--- config.mk ---
export PLATFORM = sky130hd
export DESIGN_NAME = mips_mc_ctrl
export DESIGN_NICKNAME = d
export VERILOG_FILES = /design/src/rtl/mips_pkg.sv /design/src/rtl/mips_mem_timer.sv /design/src/rtl/mips_mc_ctrl.sv
export SDC_FILE = /design/constraint.sdc
export NUM_CORES = 1
export LEC_CHECK = 0
export CAP_MARGIN = 20
export CORE_ASPECT_RATIO = 0.75
export CORE_UTILIZATION = 25
export DETAILED_ROUTE_END_ITERATION = 10
export PLACE_DENSITY = 0.56
export SYNTH_ARGS = -nofsm -noshare
export SYNTH_HDL_FRONTEND = slang
export SYNTH_HIERARCHICAL = 1
export SYNTH_SLANG_ARGS = --single-unit
--- constraint.sdc ---
create_clock -name clk -period 7.1 [get_ports clk]
set_clock_uncertainty 0.15 [all_clocks]
set_input_delay 0.71 -clock clk [delete_from_list [all_inputs] [get_ports clk]]
set_output_delay 0.71 -clock clk [all_outputs]
set_load 0.05 [all_outputs]
--- src/rtl/mips_pkg.sv ---
// Shared encodings for the multicycle MIPS controller: state codes, opcodes,
// datapath mux selects and the bundled control word.
package mips_pkg;

  localparam logic [3:0] S_FETCH  = 4'd0;
  localparam logic [3:0] S_DECODE = 4'd1;
  localparam logic [3:0] S_MEMADR = 4'd2;
  localparam logic [3:0] S_MEMRD  = 4'd3;
  localparam logic [3:0] S_MEMWB  = 4'd4;
  localparam logic [3:0] S_MEMWR  = 4'd5;
  localparam logic [3:0] S_EXEC   = 4'd6;
  localparam logic [3:0] S_ALUWB  = 4'd7;
  localparam logic [3:0] S_BRANCH = 4'd8;
  localparam logic [3:0] S_JUMP   = 4'd9;
  localparam logic [3:0] S_ADDIEX = 4'd10;
  localparam logic [3:0] S_ADDIWB = 4'd11;

  localparam logic [5:0] OP_RTYPE = 6'b000000;
  localparam logic [5:0] OP_J     = 6'b000010;
  localparam logic [5:0] OP_JAL   = 6'b000011;
  localparam logic [5:0] OP_BEQ   = 6'b000100;
  localparam logic [5:0] OP_BNE   = 6'b000101;
  localparam logic [5:0] OP_ADDI  = 6'b001000;
  localparam logic [5:0] OP_LW    = 6'b100011;
  localparam logic [5:0] OP_SW    = 6'b101011;

  localparam logic [1:0] ALUB_REG  = 2'b00;  // register B
  localparam logic [1:0] ALUB_FOUR = 2'b01;  // constant 4 for PC+4
  localparam logic [1:0] ALUB_IMM  = 2'b10;  // sign-extended immediate
  localparam logic [1:0] ALUB_BRT  = 2'b11;  // shifted immediate, branch target

  localparam logic [1:0] ALUOP_ADD   = 2'b00;
  localparam logic [1:0] ALUOP_SUB   = 2'b01;
  localparam logic [1:0] ALUOP_FUNCT = 2'b10;

  localparam logic [1:0] PCSRC_ALU    = 2'b00;
  localparam logic [1:0] PCSRC_ALUOUT = 2'b01;
  localparam logic [1:0] PCSRC_JUMP   = 2'b10;

  typedef struct packed {
    logic       pcwrite;
    logic       pcwritecond;
    logic       branch_ne;
    logic       iord;
    logic       memread;
    logic       memwrite;
    logic       irwrite;
    logic       regdst;
    logic       regwrite;
    logic       memtoreg;
    logic       jal;
    logic       alusrca;
    logic [1:0] alusrcb;
    logic [1:0] aluop;
    logic [1:0] pcsource;
  } ctrl_t;

  function automatic logic is_mem_state(input logic [3:0] s);
    return (s == S_FETCH) || (s == S_MEMRD) || (s == S_MEMWR);
  endfunction

endpackage

--- src/rtl/mips_mem_timer.sv ---
// Counts consecutive not-ready cycles of a memory access; flags expiry once
// TIMEOUT wait cycles have elapsed. Any ready or state change clears it.
module mips_mem_timer #(
  parameter int TIMEOUT = 15
) (
  input  logic clk,
  input  logic rst,
  input  logic wait_en,
  output logic expired
);

  localparam int W = $clog2(TIMEOUT + 1);

  logic [W-1:0] cnt;

  assign expired = wait_en && (cnt == W'(TIMEOUT));

  // Count held wait cycles; the expiry cycle moves the FSM, so clear there too.
  always_ff @(posedge clk or posedge rst) begin
    if (rst)                      cnt <= '0;
    else if (wait_en && !expired) cnt <= cnt + 1'b1;
    else                          cnt <= '0;
  end

endmodule

--- src/rtl/mips_mc_ctrl.sv ---
// Multicycle MIPS control FSM (Moore, with mem_ready qualification) plus
// memory-wait timeout and retired-instruction counter.
module mips_mc_ctrl
  import mips_pkg::*;
#(
  parameter int TIMEOUT = 15,
  parameter int CNT_W   = 32
) (
  input  logic             clk,
  input  logic             rst,
  input  logic [5:0]       opcode,
  input  logic             mem_ready,
  output logic             pcwrite,
  output logic             pcwritecond,
  output logic             branch_ne,
  output logic             iord,
  output logic             memread,
  output logic             memwrite,
  output logic             irwrite,
  output logic             regdst,
  output logic             regwrite,
  output logic             memtoreg,
  output logic             jal,
  output logic             alusrca,
  output logic [1:0]       alusrcb,
  output logic [1:0]       aluop,
  output logic [1:0]       pcsource,
  output logic [3:0]       state,
  output logic             bus_err,
  output logic             illegal,
  output logic [CNT_W-1:0] instr_cnt
);

  logic [3:0] state_q, state_d;
  logic [5:0] op_q;
  ctrl_t      c, co;
  logic       illegal_d, retire, tmo, wait_en;

  assign wait_en = is_mem_state(state_q) && !mem_ready;

  mips_mem_timer #(.TIMEOUT(TIMEOUT)) u_timer (
    .clk     (clk),
    .rst     (rst),
    .wait_en (wait_en),
    .expired (tmo)
  );

  // Next-state and control decode; a timeout abandons the access with no write enables.
  always_comb begin
    c         = '0;
    state_d   = state_q;
    illegal_d = 1'b0;
    retire    = 1'b0;
    case (state_q)
      S_FETCH: begin
        c.memread  = 1'b1;
        c.alusrcb  = ALUB_FOUR;
        c.pcsource = PCSRC_ALU;
        if (mem_ready) begin
          c.irwrite = 1'b1;
          c.pcwrite = 1'b1;
          state_d   = S_DECODE;
        end
      end
      S_DECODE: begin
        c.alusrcb = ALUB_BRT;
        case (opcode)
          OP_LW, OP_SW:   state_d = S_MEMADR;
          OP_RTYPE:       state_d = S_EXEC;
          OP_BEQ, OP_BNE: state_d = S_BRANCH;
          OP_J, OP_JAL:   state_d = S_JUMP;
          OP_ADDI:        state_d = S_ADDIEX;
          default: begin
            illegal_d = 1'b1;
            state_d   = S_FETCH;
          end
        endcase
      end
      S_MEMADR: begin
        c.alusrca = 1'b1;
        c.alusrcb = ALUB_IMM;
        c.aluop   = ALUOP_ADD;
        state_d   = (op_q == OP_SW) ? S_MEMWR : S_MEMRD;
      end
      S_MEMRD: begin
        c.memread = 1'b1;
        c.iord    = 1'b1;
        if (mem_ready) state_d = S_MEMWB;
        else if (tmo)  state_d = S_FETCH;
      end
      S_MEMWB: begin
        c.regwrite = 1'b1;
        c.memtoreg = 1'b1;
        state_d    = S_FETCH;
        retire     = 1'b1;
      end
      S_MEMWR: begin
        c.memwrite = 1'b1;
        c.iord     = 1'b1;
        if (mem_ready) begin
          state_d = S_FETCH;
          retire  = 1'b1;
        end else if (tmo) begin
          c.memwrite = 1'b0;
          state_d    = S_FETCH;
        end
      end
      S_EXEC: begin
        c.alusrca = 1'b1;
        c.alusrcb = ALUB_REG;
        c.aluop   = ALUOP_FUNCT;
        state_d   = S_ALUWB;
      end
      S_ALUWB: begin
        c.regwrite = 1'b1;
        c.regdst   = 1'b1;
        state_d    = S_FETCH;
        retire     = 1'b1;
      end
      S_BRANCH: begin
        c.alusrca     = 1'b1;
        c.aluop       = ALUOP_SUB;
        c.pcwritecond = 1'b1;
        c.pcsource    = PCSRC_ALUOUT;
        c.branch_ne   = (op_q == OP_BNE);
        state_d       = S_FETCH;
        retire        = 1'b1;
      end
      S_JUMP: begin
        c.pcwrite  = 1'b1;
        c.pcsource = PCSRC_JUMP;
        c.jal      = (op_q == OP_JAL);
        c.regwrite = (op_q == OP_JAL);
        state_d    = S_FETCH;
        retire     = 1'b1;
      end
      S_ADDIEX: begin
        c.alusrca = 1'b1;
        c.alusrcb = ALUB_IMM;
        c.aluop   = ALUOP_ADD;
        state_d   = S_ADDIWB;
      end
      S_ADDIWB: begin
        c.regwrite = 1'b1;
        state_d    = S_FETCH;
        retire     = 1'b1;
      end
      default: state_d = S_FETCH;
    endcase
  end

  // Reset forces every output low combinationally, not just at the next edge.
  assign co          = rst ? '0 : c;
  assign pcwrite     = co.pcwrite;
  assign pcwritecond = co.pcwritecond;
  assign branch_ne   = co.branch_ne;
  assign iord        = co.iord;
  assign memread     = co.memread;
  assign memwrite    = co.memwrite;
  assign irwrite     = co.irwrite;
  assign regdst      = co.regdst;
  assign regwrite    = co.regwrite;
  assign memtoreg    = co.memtoreg;
  assign jal         = co.jal;
  assign alusrca     = co.alusrca;
  assign alusrcb     = co.alusrcb;
  assign aluop       = co.aluop;
  assign pcsource    = co.pcsource;
  assign bus_err     = tmo & ~rst;
  assign illegal     = illegal_d & ~rst;
  assign state       = state_q;

  // State register, opcode latch (captured in DECODE) and retire counter.
  always_ff @(posedge clk or posedge rst) begin
    if (rst) begin
      state_q   <= S_FETCH;
      op_q      <= '0;
      instr_cnt <= '0;
    end else begin
      state_q <= state_d;
      if (state_q == S_DECODE) op_q <= opcode;
      if (retire) instr_cnt <= instr_cnt + 1'b1;
    end
  end

endmodule
Signal wires on met3:
The bar under the picture is 20 um long.
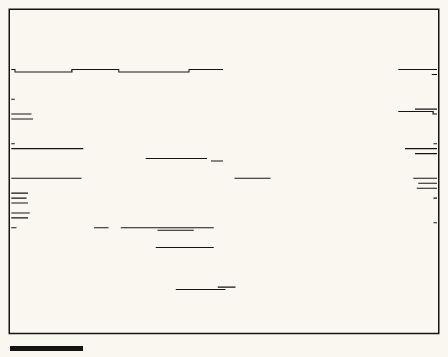
The longest straight run is 25.3 um. The layer holds 5.1% of the routed length.

Pin map:
The bar under the picture is 20 um long. Pins as bars across the die edge, other pins in gray.
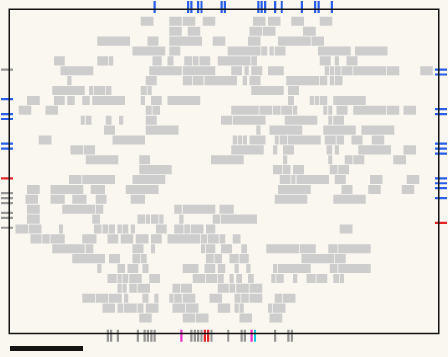
Key: state = red [pins 4, direction output, edge 2 bottom, 1 right, 1 left]; aluop = magenta [pins 2, direction output, edge bottom]; instr_cnt = blue [pins 32, direction output, edge 16 top, 11 right, 5 left]; memwrite = cyan [pins 1, direction output, edge bottom]

Routed metal, one color a layer:
The bar under the picture is 20 um long.
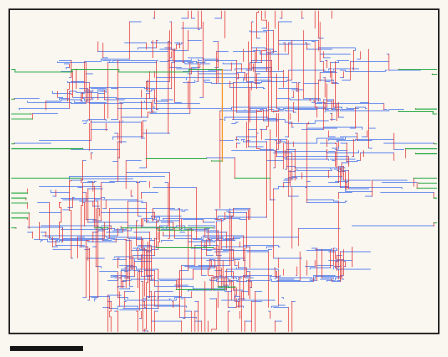
Key: metal 2 = red [wire length 2510 um]; metal 1 = blue [wire length 3050 um]; metal 3 = green [wire length 297 um]; metal 4 = orange [wire length 25.2 um]

==> results.py <==
# Physical implementation metrics
metrics = {
    "yosys": {
        "synth_seq_share_pct": 45.8,
        "synthCells": 256,
        "edf_count": 0,
        "ys_cells": 256,
        "area_leaders": "dfrtp_1 46%, xnor2_1 6.6%, xor2_1 5.6%",
        "synth_warnings": 6,
        "top_logic_kind": "simple AND/OR/NAND/NOR gates",
        "ys_area_um2": 2510,
        "synth_area_um2": 2510,
        "yosysUniqueCellTypes": 48,
        "syn_area_per_cell_um2": 9.81,
        "synthArstFlopShare_pct": 100,
        "ys_sh_simple_pct": 26.9,
        "adder_share_pct": 0.997,
        "yosysTopAreaCellShare_pct": 45.8,
        "synth.mux.area_fraction_pct": 3.09,
        "syn-num-nets": 267,
        "xor_area_share_pct": 12.2,
        "aoi_share_pct": 7.37,
        "ff_type": "dfrtp_1",
        "ys_ff": 46,
        "synth_area_leader_cell": "dfrtp_1",
    },
    "clock_network": {
        "post-cts-setup-buffers": 0,
        "cts.sinks": 46,
        "numCtsBuffers": 5,
        "cts.repair.resized": 0,
        "ctsHtreeMaxLevel": 2,
        "cts_buffer_depth": 2,
        "cts-root-buf": "clkbuf_16",
        "cts_tree": "done",
        "clk_latency_ps": 290,
        "clk_pin_slew_worst_paths_ps": 70,
        "cts_hold_buffers": 0,
    },
    "grt": {
        "grt_overflow": 0,
        "grt_max_degree": 43,
        "grt_pass1_wl_um": 9780,
        "grt_pass1_vias": 1888,
        "track_usage_pct": 11.8,
        "antenna_found_initial": 0,
    },
    "setup_path": {
        "crit_buf_inv": 2,
        "slowest_delay_ps": 900,
        "endpoint_kind": "output pin",
        "cp_max_fo": 27,
        "path_class": "reg -> out",
        "required_ps": 6240,
        "r2r_start": "state[2]$_DFFE_PP0P_",
        "worstPathCellList": "xnor2_1, nor2b_1, nor2_1, nor3_1, inv_1, nor2_1, nor2b_1, clkdlybuf4s50_1",
        "start_kind": "register",
        "critPathLaunch": "state[2]$_DFFE_PP0P_",
        "critical-path-top-delay-family": "buffers and inverters",
        "cp.arrival_ps": 3130,
        "slowest_stage": "dfrtp_1",
    },
    "timing": {
        "fmax_ghz": 0.251,
        "finalHoldViolCount": 0,
        "slew_headroom_pct": 43.0,
        "min_period_ps": 3990,
        "fin_tns_setup_ps": 0,
        "setup_violations": 0,
        "worst_slew_pin_slew_ps": 855,
        "final.setup.worst_slack_ps": 3110,
        "rsz0062_at_grt": "no",
        "finalClockPeriodUsage_pct": 56.2,
        "drv_slew": 0,
    },
    "floorplan": {
        "fp.dieH_um": 88.8,
        "initial_core_util_pct": 25.9,
        "placementRows": 31,
        "core_um2": 9700,
        "dieWidth_um": 118,
        "io_pins": 65,
        "die_area_um2": 10500,
    },
    "min_path": {
        "hold_class": "reg -> reg",
        "min-delay-start": "instr_cnt[31]$_DFFE_PP0P_",
    },
    "routing": {
        "wirelength_um": 5880,
        "wl_per_cell_um": 13.1,
        "drtIter0Drc": 104,
        "vias": 2052,
        "detail_route.drc_violations": 0,
        "firstDrtPassIters": 4,
        "via_per_inst": 4.58,
        "ant_nets": 0,
    },
    "place": {
        "dp_hpwl_um": 4240,
        "port_buffers": 64,
        "place_congestion": 0.734,
        "pre_cts_ws_ps": 3370,
    },
    "layout": {
        "lay_top_count": "clkdlybuf4s50_1",
        "seq_area_um2": 1150,
        "logic_area_um2": 1270,
        "most-common-layout-cells": "64 x clkdlybuf4s50_1, 46 x dfrtp_1, 25 x nand2_1",
        "fillers": 1007,
        "area_growth_pct": 36.1,
        "nets": 326,
        "post-route-util_pct": 35.3,
        "drive_above_1_share_pct": 7.28,
        "antennaDiodeCount": 0,
    },
    "power_and_ir_drop": {
        "powerDensity_nw_per_um2": 299,
        "ir_worst_vdd_v": 0.0000998,
        "p_leak_nw": 1.43,
        "power_w": 0.00102,
    },
    "run_status": {
        "status": "complete, no violations",
    },
    "flow_run": {
        "warnings": 26,
        "maxCapViolations": 0,
    },
}
-- stage by stage --
stage                     cells  hold WS, ps  area, um2
after detailed placement    440          320       3270
after global routing        448          336       3420
after floorplan             256          309       2510
after CTS                   448          330       3420
final                       448          320       3420
after global placement      440          314       3270
-- Yosys cell counts (5+ instances only) --
cell / number
xnor2_1: 19
nor2b_1: 7
nor2_1: 21
nand4_1: 8
mux2_2: 6
nor3_1: 15
dfrtp_1: 46
nand2_1: 25
and3_1: 5
inv_1: 9
nand3_1: 10
xor2_1: 16
nor4b_1: 5
clkbuf_1: 8
-- per-layer routing --
layer / track usage (%) / share of wire [%] / wire [um]
met1: 17.6 / 52 / 3050
met2: 16.8 / 43 / 2510
met3: 2.96 / 5.1 / 297
met4: 3.15 / 0.43 / 25
met5: 0 / 0 / 0
-- area by class of cell --
class                      instances  area share, %
clock buffer                       5           3.66
clock inverter                     3          0.732
inverter                           9          0.988
multi-input combinational        188           37.2
sequential                        46           33.7
tap                              132           4.83
timing repair buffer              65           19.0
-- worst paths after layout --
path	depth (start not counted)	slack [ps]	end
setup / recovery	8	3110	bus_err
max in group asynchronous	3	5400	instr_cnt[26]$_DFFE_PP0P_
hold reg to reg	1	320	instr_cnt[31]$_DFFE_PP0P_
setup reg to reg	5	4160	instr_cnt[26]$_DFFE_PP0P_
min in group asynchronous	2	730	u_timer/cnt[1]$_DFF_PP0_
hold / removal	1	320	instr_cnt[31]$_DFFE_PP0P_
-- where the power goes --
part	leakage, nW	total [W]	internal [W]	switching (W)
combinational	0.741	0.000395	0.000159	0.000236
clock	0.0704	0.000238	0.000132	0.000106
sequential	0.617	0.000388	0.000305	0.0000827
total	1.43	0.00102	0.000597	0.000424
-- state kept, by name, summed over array words and instances, names as in the netlist --
signal / cells
op_q: 6
instr_cnt: 32
state: 4
u_timer/cnt: 4
Power and IR drop assume default switching activity.
